<file path="src/rtl/router_pkg.sv">
// Shared definitions for the 1-to-4 address router and its 4-to-1 return merge.
package router_pkg;

  localparam int NUM_PORTS = 4;
  localparam int ADDR_W    = $clog2(NUM_PORTS);

  typedef logic [ADDR_W-1:0] port_idx_t;

  // Next port index, wrapping modulo NUM_PORTS through the natural width of port_idx_t.
  function automatic port_idx_t next_idx(input port_idx_t idx);
    return idx + port_idx_t'(1'b1);
  endfunction

endpackage

</file>
<file path="src/rtl/rr_arbiter4.sv">
// Four-way round-robin arbiter: combinational grant searched from ptr, with a
// registered pointer that advances past the winner whenever the grant is taken.
module rr_arbiter4
  import router_pkg::*;
(
  input  logic                 clk,
  input  logic                 reset,
  input  logic [NUM_PORTS-1:0] req,
  input  logic                 take,
  output logic [NUM_PORTS-1:0] grant,
  output port_idx_t            grant_idx,
  output logic                 grant_valid
);

  port_idx_t            ptr_r;
  port_idx_t            idx_s;
  port_idx_t            grant_idx_s;
  logic [NUM_PORTS-1:0] grant_s;
  logic                 found_s;

  // First requester at or after ptr (wrapping) wins; one-hot grant plus its index.
  always_comb begin
    grant_s     = {NUM_PORTS{1'b0}};
    grant_idx_s = ptr_r;
    found_s     = 1'b0;
    idx_s       = ptr_r;
    for (int i = 0; i < NUM_PORTS; i++) begin
      idx_s = ptr_r + port_idx_t'(i);
      if (!found_s && req[idx_s]) begin
        grant_s[idx_s] = 1'b1;
        grant_idx_s    = idx_s;
        found_s        = 1'b1;
      end else begin
        found_s = found_s;
      end
    end
  end

  // Pointer moves to the port after the winner only when a transfer actually happens.
  always_ff @(posedge clk or posedge reset) begin
    if (reset) begin
      ptr_r <= {ADDR_W{1'b0}};
    end else if (take) begin
      ptr_r <= next_idx(grant_idx_s);
    end else begin
      ptr_r <= ptr_r;
    end
  end

  assign grant       = grant_s;
  assign grant_idx   = grant_idx_s;
  assign grant_valid = found_s;

endmodule

</file>
<file path="src/rtl/stream_merge_rr.sv">
// Four-source round-robin stream merge with a single registered output stage.
// The output register refills in the same cycle it drains, so a continuously
// ready sink sees one word per cycle.
module stream_merge_rr
  import router_pkg::*;
#(
  parameter int DATA_WIDTH = 32
) (
  input  logic                  clk,
  input  logic                  reset,
  input  logic [DATA_WIDTH-1:0] din0,
  input  logic [DATA_WIDTH-1:0] din1,
  input  logic [DATA_WIDTH-1:0] din2,
  input  logic [DATA_WIDTH-1:0] din3,
  input  logic [NUM_PORTS-1:0]  din_valid,
  output logic [NUM_PORTS-1:0]  din_ready,
  output logic [DATA_WIDTH-1:0] dout,
  output logic [ADDR_W-1:0]     dout_addr,
  output logic                  dout_valid,
  input  logic                  dout_ready
);

  logic [DATA_WIDTH-1:0] dout_r;
  port_idx_t             dout_addr_r;
  logic                  dout_valid_r;

  logic                  can_accept_s;
  logic                  take_s;
  logic [NUM_PORTS-1:0]  grant_s;
  logic [NUM_PORTS-1:0]  din_ready_s;
  port_idx_t             grant_idx_s;
  logic                  grant_valid_s;
  logic [DATA_WIDTH-1:0] din_mux_s;

  rr_arbiter4 u_arb (
    .clk         (clk),
    .reset       (reset),
    .req         (din_valid),
    .take        (take_s),
    .grant       (grant_s),
    .grant_idx   (grant_idx_s),
    .grant_valid (grant_valid_s)
  );

  // Accept when the output register is empty or draining; never during reset.
  always_comb begin
    can_accept_s = !dout_valid_r || dout_ready;
    if (reset) begin
      din_ready_s = {NUM_PORTS{1'b0}};
    end else begin
      din_ready_s = grant_s & {NUM_PORTS{can_accept_s & grant_valid_s}};
    end
    take_s = |(din_ready_s & din_valid);
  end

  // Select the granted source's word; data only feeds the register, never din_ready.
  always_comb begin
    din_mux_s = din0;
    case (grant_idx_s)
      2'd0:    din_mux_s = din0;
      2'd1:    din_mux_s = din1;
      2'd2:    din_mux_s = din2;
      2'd3:    din_mux_s = din3;
      default: din_mux_s = din0;
    endcase
  end

  // Output register: load on transfer, clear valid when drained, otherwise hold.
  always_ff @(posedge clk or posedge reset) begin
    if (reset) begin
      dout_r       <= {DATA_WIDTH{1'b0}};
      dout_addr_r  <= {ADDR_W{1'b0}};
      dout_valid_r <= 1'b0;
    end else if (take_s) begin
      dout_r       <= din_mux_s;
      dout_addr_r  <= grant_idx_s;
      dout_valid_r <= 1'b1;
    end else if (dout_ready) begin
      dout_r       <= dout_r;
      dout_addr_r  <= dout_addr_r;
      dout_valid_r <= 1'b0;
    end else begin
      dout_r       <= dout_r;
      dout_addr_r  <= dout_addr_r;
      dout_valid_r <= dout_valid_r;
    end
  end

  assign din_ready  = din_ready_s;
  assign dout       = dout_r;
  assign dout_addr  = dout_addr_r;
  assign dout_valid = dout_valid_r;

endmodule

</file>
<file path="config.mk">
export PLATFORM = sky130hd
export DESIGN_NAME = stream_merge_rr
export DESIGN_NICKNAME = d
export VERILOG_FILES = /design/src/rtl/router_pkg.sv /design/src/rtl/rr_arbiter4.sv /design/src/rtl/stream_merge_rr.sv
export SDC_FILE = /design/constraint.sdc
export NUM_CORES = 1
export LEC_CHECK = 0
export ABC_CLOCK_PERIOD_IN_PS = 4019
export CAP_MARGIN = 15
export CELL_PAD_IN_SITES_DETAIL_PLACEMENT = 0
export CELL_PAD_IN_SITES_GLOBAL_PLACEMENT = 1
export CORE_MARGIN = 2
export CORE_UTILIZATION = 25
export DETAILED_ROUTE_END_ITERATION = 10
export GPL_TIMING_DRIVEN = 0
export PLACE_DENSITY = 0.87
export SETUP_SLACK_MARGIN = 0.05
export SKIP_CTS_REPAIR_TIMING = 1
export SLEW_MARGIN = 20
export SYNTH_ARGS = -nofsm -noshare
export SYNTH_HDL_FRONTEND = slang
export SYNTH_SLANG_ARGS = --single-unit
</file>
<file path="constraint.sdc">
create_clock -name clk -period 4.02 [get_ports clk]
set_input_delay 1.005 -clock clk [delete_from_list [all_inputs] [get_ports clk]]
set_output_delay 1.005 -clock clk [all_outputs]
set_load 0.02 [all_outputs]
</file>
==> job_summary.md <==
## Synthesis and layout report

| Metric | Value |
|---|---|
| Status | `finished, final reports clean` |
| Post-Syn Nets | `between 400 and 500` |
| Comb area leader | `AND-OR/OR-AND gates` |
| Hold WC Path Type | `reg2reg` |
| Largest net degree at the start of global routing | `24` |
| CTS buffer count | `5` |
| Switching power | `~2.3 mW` |
| Sequential share of power | `0.137` |
| Post-synth EDFFs | `0` |
| Share of post-route cells with drive strength above 1 | `0.218` |
| Worst Setup Slack, final | `0.162 ns` |
| Leakage | `2.20 nW` |
| CP arrival | `about 2.9 ns` |
| Ys async rst share | `1.00` |
| Gr usage total | `0.171` |
| Post-Syn Area | `between 2000 and 3000 sq um` |
| Final setup fails | `0` |
| Fmax | `roughly 260 MHz` |
| Switching share of power | `0.461` |
| Distinct cells, synth | `~42` |
| Post-synth regs | `37` |
| Tool warnings | `36` |
| Worst Setup Start Kind | `register` |
| Post-Place Cell Area | `around 5000 sq um` |
| Relative slew slack | `0.517` |
| Top cells, area | `dfrtp_1 (31%), mux2_4 (15%), a222oi_1 (11%)` |
| Post-DRT Antenna Nets | `0` |
| Die x size | `approximately 110 um` |
| Clk power | `about 400 uW` |
| Final hold vios | `0` |
| M1 wire length | `between 4000 and 5000 um` |
| VDD IR max | `between 400 and 500 uV` |
| Cell type with the largest total area | `dfrtp_1` |
| Slew Limit Fails | `0` |
| Register share after synthesis | `0.314` |
| Top power group | `combinational logic` |
| Avg WL per Cell | `18.4 um` |
through the flow:
stage / utilization / power, mW
after floorplan: - / 3.15
after global placement: 0.424 / 4.35
after detailed placement: 0.426 / 4.41
after CTS: 0.439 / 4.83
after global routing: 0.455 / 5.38
final: 0.455 / 5.01
cell families (layout without fill, tap and decap cells):
logic type | count (synthesis) | in the layout
simple gates | 59 | 59
flops | 37 | 37
mux | 45 | 45
xor+xnor | 1 | 1
buf+inv | 37 | 229
fa+ha+maj | 12 | 12
compound gates | 94 | 94
layout make-up:
type / instances / share of cell area
plain buffers: 26 / 0.0326
repair buffers: 186 / 0.356
clock inverters: 2 / 0.00264
multi-input cells: 211 / 0.363
clock buffers: 6 / 0.0266
inverters: 9 / 0.00720
flip-flops and latches: 37 / 0.178
well taps: 143 / 0.0343
worst max-delay path, cell delays in order (launching register included):
cell and delay [ns]:
dfrtp_2 0.42, buf_6 0.15, buf_4 0.19, clkinvlp_4 0.18, ha_4 0.35, or3b_2 0.48, o21ai_4 0.21, buf_4 0.17
buf_4 0.11, a22oi_1 0.07, nor2_1 0.10, buf_4 0.15
sequential cells by signal, summed over array words and instances, names as in the netlist:
signal / cells
dout: 32
dout_addr: 2
dout_valid: 1
u_arb.ptr_r: 2
path summary, 6_finish.rpt:
path | endpoint | cells past startpoint | start | slack, ns
max | din_ready[2] | 11 | u_arb.ptr_r[0] | 0.16
min | dout[4] | 1 | dout[4] | 0.51
max reg2reg | dout[27] | 14 | u_arb.ptr_r[0] | 0.19
min reg2reg | dout[4] | 1 | dout[4] | 0.51
max in group asynchronous | dout[29] | 3 | reset | 2.41
min in group asynchronous | dout_addr[0] | 2 | reset | 1.18
**Signal wires on met1**

Bar = 20 um.
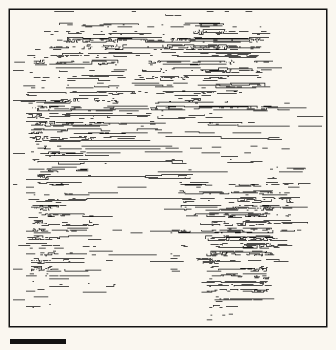
main direction: horizontal
wire length on this layer: 4480 um
longest straight run: 47.8 um
share of all routed wire: 39%
via count: 3153
grt met1 use: 0.201
final WL: 11400 um

**M2 wires**

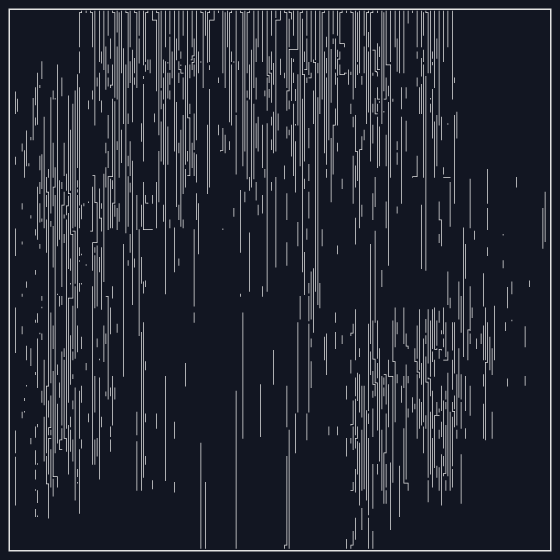
main direction: vertical
nets with wire on the layer: 544
wire length on this layer: 6040 um
met2 usage: 0.317

**Met3 routing**

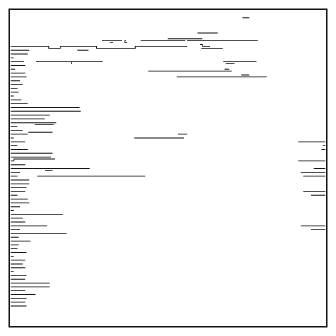
longest straight run: 38.2 um
share of all routed wire: 7.4%
main direction: horizontal
nets with wire on the layer: 100
wire length on this layer: 850 um

Power and IR drop assume default switching activity.
